$ cat src/rtl/csa_accumulator.sv
// csa_accumulator: accumulates a packet of unsigned operands in carry-save
// form (one 3:2 compression per beat) and resolves the redundant sum with a
// single carry-propagate add once the last beat has arrived.
// Optional feature: define CSA_ACC_OVF_EN to add the sticky overflow flag and
// the out_ovf port; without it, the port and all overflow logic are absent.
module csa_accumulator #(
  parameter int WIDTH     = 4,
  parameter int ACC_WIDTH = 8,
  parameter int CNT_WIDTH = 4
) (
  input  logic                 clk,
  input  logic                 rst_n,
  input  logic                 in_valid,
  output logic                 in_ready,
  input  logic [WIDTH-1:0]     in_data,
  input  logic                 in_last,
  output logic                 out_valid,
  input  logic                 out_ready,
  output logic [ACC_WIDTH-1:0] out_data,
  output logic [CNT_WIDTH-1:0] out_count
`ifdef CSA_ACC_OVF_EN
  ,
  output logic                 out_ovf
`endif
);

  typedef enum logic [1:0] {
    S_IDLE    = 2'd0,
    S_ACCUM   = 2'd1,
    S_RESOLVE = 2'd2,
    S_OUTPUT  = 2'd3
  } state_t;

  state_t               r_state;
  logic [ACC_WIDTH-1:0] r_s;
  logic [ACC_WIDTH-1:0] r_c;
  logic [CNT_WIDTH-1:0] r_count;
  logic                 r_in_ready;
  logic                 r_out_valid;
  logic [ACC_WIDTH-1:0] r_out_data;
  logic [CNT_WIDTH-1:0] r_out_count;

  logic                 w_accept;
  logic                 w_first;
  logic [ACC_WIDTH-1:0] w_x;
  logic [ACC_WIDTH-1:0] w_s_in;
  logic [ACC_WIDTH-1:0] w_c_in;
  logic [ACC_WIDTH-1:0] w_maj;
  logic [ACC_WIDTH-1:0] w_s_next;
  logic [ACC_WIDTH-1:0] w_c_next;
  logic [ACC_WIDTH-1:0] w_sum;
  logic [CNT_WIDTH-1:0] w_count_next;

  // in_ready is a register so that it reads 0 throughout reset and rises on
  // the first clock edge after release.
  assign w_accept = in_valid & r_in_ready;
  assign w_first  = (r_state == S_IDLE);

  // A packet's first beat compresses against zero regardless of S/C contents.
  assign w_x    = {{(ACC_WIDTH-WIDTH){1'b0}}, in_data};
  assign w_s_in = w_first ? '0 : r_s;
  assign w_c_in = w_first ? '0 : r_c;

  // 3:2 compressor: sum bits stay in place, majority bits move up one weight;
  // the majority MSB falls off the top (modulo 2^ACC_WIDTH).
  assign w_maj    = (w_s_in & w_c_in) | (w_s_in & w_x) | (w_c_in & w_x);
  assign w_s_next = w_s_in ^ w_c_in ^ w_x;
  assign w_c_next = w_maj << 1;

  assign w_count_next = w_first ? CNT_WIDTH'(1) : r_count + CNT_WIDTH'(1);

`ifdef CSA_ACC_OVF_EN
  logic r_ovf;
  logic r_out_ovf;
  logic w_sum_co;
  logic w_ovf_next;

  // Carry-out of the resolve add is the second way a packet can overflow.
  assign {w_sum_co, w_sum} = {1'b0, r_s} + {1'b0, r_c};
  assign w_ovf_next        = (w_first ? 1'b0 : r_ovf) | w_maj[ACC_WIDTH-1];
  assign out_ovf           = r_out_ovf;
`else
  assign w_sum = r_s + r_c;
`endif

  assign in_ready  = r_in_ready;
  assign out_valid = r_out_valid;
  assign out_data  = r_out_data;
  assign out_count = r_out_count;

  // Packet FSM: accumulate beats, resolve for one cycle, hold result until taken.
  always_ff @(posedge clk or negedge rst_n) begin
    if (!rst_n) begin
      r_state     <= S_IDLE;
      r_s         <= '0;
      r_c         <= '0;
      r_count     <= '0;
      r_in_ready  <= 1'b0;
      r_out_valid <= 1'b0;
      r_out_data  <= '0;
      r_out_count <= '0;
`ifdef CSA_ACC_OVF_EN
      r_ovf       <= 1'b0;
      r_out_ovf   <= 1'b0;
`endif
    end else begin
      case (r_state)
        S_IDLE, S_ACCUM: begin
          r_in_ready <= 1'b1;
          if (w_accept) begin
            r_s     <= w_s_next;
            r_c     <= w_c_next;
            r_count <= w_count_next;
`ifdef CSA_ACC_OVF_EN
            r_ovf   <= w_ovf_next;
`endif
            if (in_last) begin
              r_state    <= S_RESOLVE;
              r_in_ready <= 1'b0;
            end else begin
              r_state    <= S_ACCUM;
            end
          end
        end
        S_RESOLVE: begin
          r_out_data  <= w_sum;
          r_out_count <= r_count;
`ifdef CSA_ACC_OVF_EN
          r_out_ovf   <= r_ovf | w_sum_co;
`endif
          r_out_valid <= 1'b1;
          r_state     <= S_OUTPUT;
        end
        S_OUTPUT: begin
          if (out_ready) begin
            r_s         <= '0;
            r_c         <= '0;
            r_count     <= '0;
`ifdef CSA_ACC_OVF_EN
            r_ovf       <= 1'b0;
`endif
            r_out_valid <= 1'b0;
            r_in_ready  <= 1'b1;
            r_state     <= S_IDLE;
          end
        end
        default: begin
          r_state    <= S_IDLE;
          r_in_ready <= 1'b0;
        end
      endcase
    end
  end

endmodule

$ cat config.mk
export PLATFORM = sky130hd
export DESIGN_NAME = csa_accumulator
export DESIGN_NICKNAME = d
export VERILOG_FILES = /design/src/rtl/csa_accumulator.sv
export SDC_FILE = /design/constraint.sdc
export NUM_CORES = 1
export LEC_CHECK = 0
export ABC_AREA = 1
export CAP_MARGIN = 40
export CORE_MARGIN = 8
export CORE_UTILIZATION = 59
export DETAILED_ROUTE_END_ITERATION = 8
export HOLD_SLACK_MARGIN = 0.15
export PLACE_DENSITY_LB_ADDON = 0.12
export SETUP_SLACK_MARGIN = 0.05
export SLEW_MARGIN = 15
export SYNTH_ARGS = -nofsm -noshare
export SYNTH_HDL_FRONTEND = slang
export SYNTH_SLANG_ARGS = --single-unit
$ cat constraint.sdc
create_clock -name clk -period 3.96 [get_ports clk]
set_clock_uncertainty 0.15 [all_clocks]
set_input_delay 0.792 -clock clk [delete_from_list [all_inputs] [get_ports clk]]
set_output_delay 0.792 -clock clk [all_outputs]
set_load 0.005 [all_outputs]
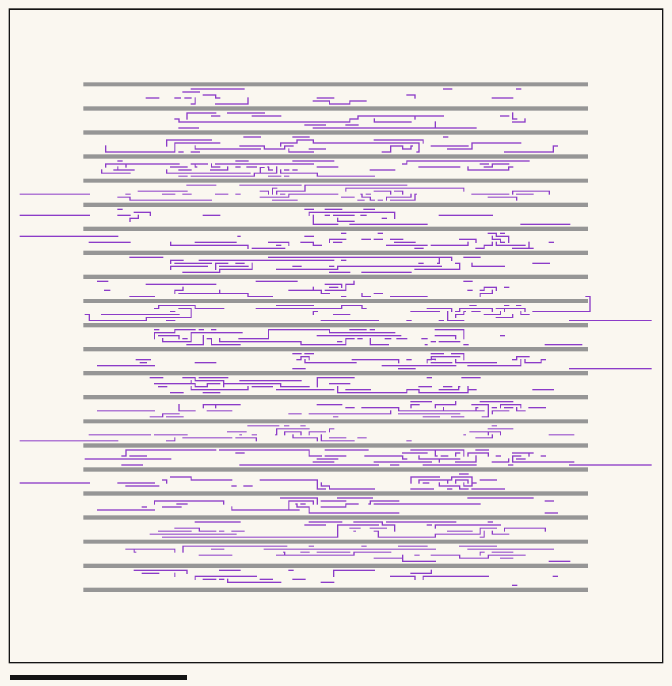
(met1 routing)
Bar = 20 um. Supply wires on this layer in gray.
share of all routed wire: 49%
longest straight run: 20.7 um
nets with wire on the layer: 252

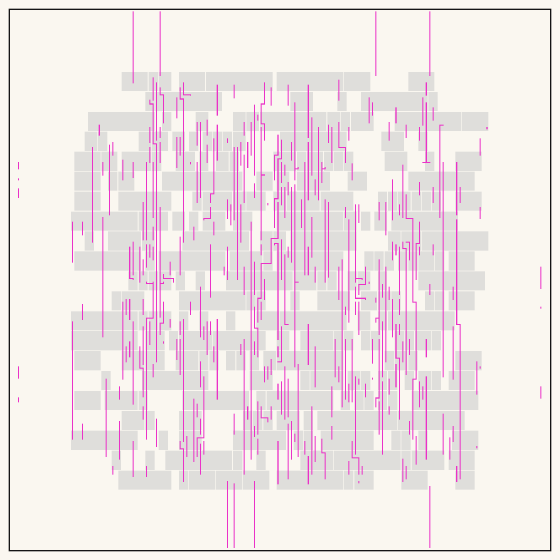
(met2 routing)
Cells faint in the background.
main direction: vertical
wire length on this layer: 1,620 um
vias after detailed routing: 1,489
met2 Usage GRT: 24.02%

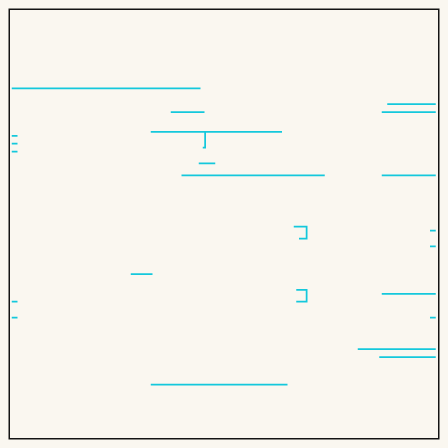
(metal 3)
main direction: horizontal
nets with wire on the layer: 20
share of all routed wire: 5.2%
longest straight run: 32.2 um
wire length on this layer: 190 um
Total Routed Length: 3.674 mm
met3 capacity usage during global routing: 5.048%

==> notes.md <==
Flow results are below.

- Synthesis produced a netlist whose cell count is 224.
- Once detail routing completed, the nets flagged for antenna violations numbered 0.
- The clock latency on the worst-skew pair is 350 ps, for reference.
- Per the detail_route report, routed wire per instance is 12.37 um.
- The kind of cell with the highest combined delay on the critical path is buffers and inverters, for reference.
- Summed over all cells, the static leakage comes to 1.148 nW.
- The die covers 0.005429 sq mm.
- The cell area after synthesis is 0.001963 sq mm, for reference.
- The H-tree level count is 2, for reference.
- The overall fraction of global-route tracks in use is 15.79%, for reference.
- On the worst path, the slowest cell contributes a delay of 520 ps.
- Setup repair after global routing left no endpoint under its margin.
- Per the post-CTS timing run, clock transition at the registers of the reported paths is 110 ps.
- The number of standard cells reported by yosys is 224, for reference.
- The average cell area after synthesis is 8.764 sq um, for reference.
- Yosys mapped a number of flops with a built-in enable equal to 0.
- Overall power consumption after layout is estimated at 1.593 mW.
- For reference, the top cells by count after synthesis are sky130_fd_sc_hd__nand2_1 (55), sky130_fd_sc_hd__dfrtp_1 (35), sky130_fd_sc_hd__inv_1 (29), sky130_fd_sc_hd__nor2_1 (21), sky130_fd_sc_hd__o21ai_2 (15).
- The pre-placement core utilization is 60.25%, for reference.
- The top flip-flop cell by instance count after synthesis is sky130_fd_sc_hd__dfrtp_1, for reference.
- The number of ports placed on the die boundary is 23, for reference.
- Buffers inserted to repair hold after CTS numbered 0.
- The path depth of the worst reg2reg path is 6, for reference.
- The signal on the critical path passes through clkdlybuf4s50_1.
- The number of clock sinks is 35, for reference.
- When the netlist entered floorplanning its net count stood at 248.
- The detailed router finished its first iteration with 83 violations.
- The peak fanout along the critical path is 4, for reference.
- The critical path capture point type is an output port, for reference.
- For reference, the placement row count at floorplan is 21.
- The worst hold path passes through 2 cells.
- For the worst min-delay path, the startpoint reported by OpenROAD is out_data[2].
- In this run the tool buffered the top-level ports with 22 buffer cells.
- Headroom to the max-slew limit came out at 70.73%.
- The worst-case hold path end point is out_data[2], for reference.
- The post-placement cell area is 0.002207 sq mm.
- Per the post-run analysis, buffers plus inverters along the critical path come to 1.
- The run finished with clean final reports.
- sky130_fd_sc_hd__dfrtp_1 takes more of the synthesized area than any other cell.
- The final-report setup violation count is 0, for reference.
- According to the timing report, the data required time at the worst endpoint equals 3020 ps.
- In the post-synthesis netlist, the biggest area contributors are sky130_fd_sc_hd__dfrtp_1 (45%), sky130_fd_sc_hd__nand2_1 (11%), sky130_fd_sc_hd__ha_1 (7.0%).
- The core region is 0.003258 sq mm.
- Once synthesis finished, the tally of register bits stood at 35.
- Per the OpenROAD floorplan log, the width of the die is 73.69 um.
- The power per standard cell area is 689.1 mW/mm^2, for reference.
- Checking hold timing, the worst path is listed with class flop to flop.
- In this run the critical register-to-register path is launched from r_state[1].
- TritonRoute reported its final design rule violation total as 0.
- In this run the layout overhead on the synthesized area is reported as 17.78%.
- The worst register-to-register path ends at r_s[3].
- 0 antenna diodes ended up in the layout.
- After the flow finishes, the layout carries non-filler instances totaling 297.
- The initial antenna violation count is 0, for reference.
- STA classifies the critical path startpoint as a flop.
- The number of buffers added by the clock tree synthesis step is 5, for reference.
- The endpoint arrival time on the critical path is 1270 ps, for reference.
- The most common cell in the netlist is sky130_fd_sc_hd__nand2_1, for reference.
- TritonCTS built the clock tree.
- The total iterations of the first detailed-routing run is 4, for reference.
- The layout stage reports a final design area of 0.002312 sq mm.
- The number of buffers on the longest clock path is 2, for reference.
- The portion of synthesized cell area occupied by the leading cell type is 44.61%, for reference.
- The number of vias per cell is 5.013, for reference.
- The via count of the first global-routing pass is 1,477.
- The report lists the number of cells resized after CTS as 0.
- The warning tally printed by Yosys for this design is 0.
- The worst slack after detailed placement is 1717 ps, for reference.
- The clock root buffer master is sky130_fd_sc_hd__clkbuf_4, for reference.
- The number of max-capacitance violations reported is 0, for reference.
- Per the gpl log, the routability congestion estimate is 0.8138.
- After layout, the minimum clock period comes to 2213 ps.
- The register-to-register setup slack is 2150 ps, for reference.
- For this run, the top clock speed supported by timing is 451.9 MHz.
- Per the final layout report, the fraction of cells sized above drive strength 1 comes to 13.15%.
- The worst vdd rail ir drop is 590.1 uV, for reference.
- The global-route congestion overflow total is 0, for reference.
- The sum of negative setup slack is 0 ps, for reference.
- The netlist uses 23 different library cells.
- The final core area utilization is 70.97%, for reference.
## routing by layer
metal / track usage (%) / vias to the layer above / wire length [um]
met3: 5.048 / 5 / 190
met1: 20.21 / 687 / 1813
met4: 5.987 / 0 / 56
li1: - / 768 / -
met2: 24.02 / 29 / 1615
met5: 0 / - / 0
## registers in the layout (all words and copies together), names as in the netlist
register,cells
out_data,8
r_s,8
r_c,7
out_count,4
r_count,4
r_state,2
in_ready,1
out_valid,1
## final cells by class
cell class,count,area [sq um]
multi-input cells,152,918.4
inverters,32,120.1
repair buffers,24,235.2
fillers,278,945.9
clock buffers,5,37.54
well taps,46,57.56
clock inverters,3,67.56
flip-flops and latches,35,875.8
## logic make-up (layout without fill, tap and decap cells)
| kind of cell | Yosys count | count (layout) | synth area share (%) |
|---|---|---|---|
| xor gates and xnor gates | 2 | 2 | 0.8925 |
| DFF | 35 | 35 | 44.61 |
| and+or+nand+nor | 101 | 101 | 23.14 |
| buffers and inverters | 37 | 64 | 8.604 |
| AOI/OAI and AO/OA | 34 | 34 | 11.66 |
| adders and majority gates | 15 | 15 | 11.09 |
## power by group
part | switching (mW) | internal (mW) | leakage (nW) | total (mW)
registers | 0.0859 | 0.469 | 0.456 | 0.555
clock network | 0.133 | 0.196 | 0.0514 | 0.329
logic | 0.426 | 0.283 | 0.641 | 0.709
## worst max path at each step
stage,endpoint,slack (ps),start,cells past startpoint
after global routing,in_ready,1660,in_ready,1
after detailed placement,r_count[3],1720,in_valid,7
after CTS,in_ready,1720,in_ready,1
after floorplan,r_s[3],2050,r_state[1],6
after global placement,r_count[3],1770,in_valid,7
final,in_ready,1750,in_ready,1
Power and IR drop assume default switching activity.
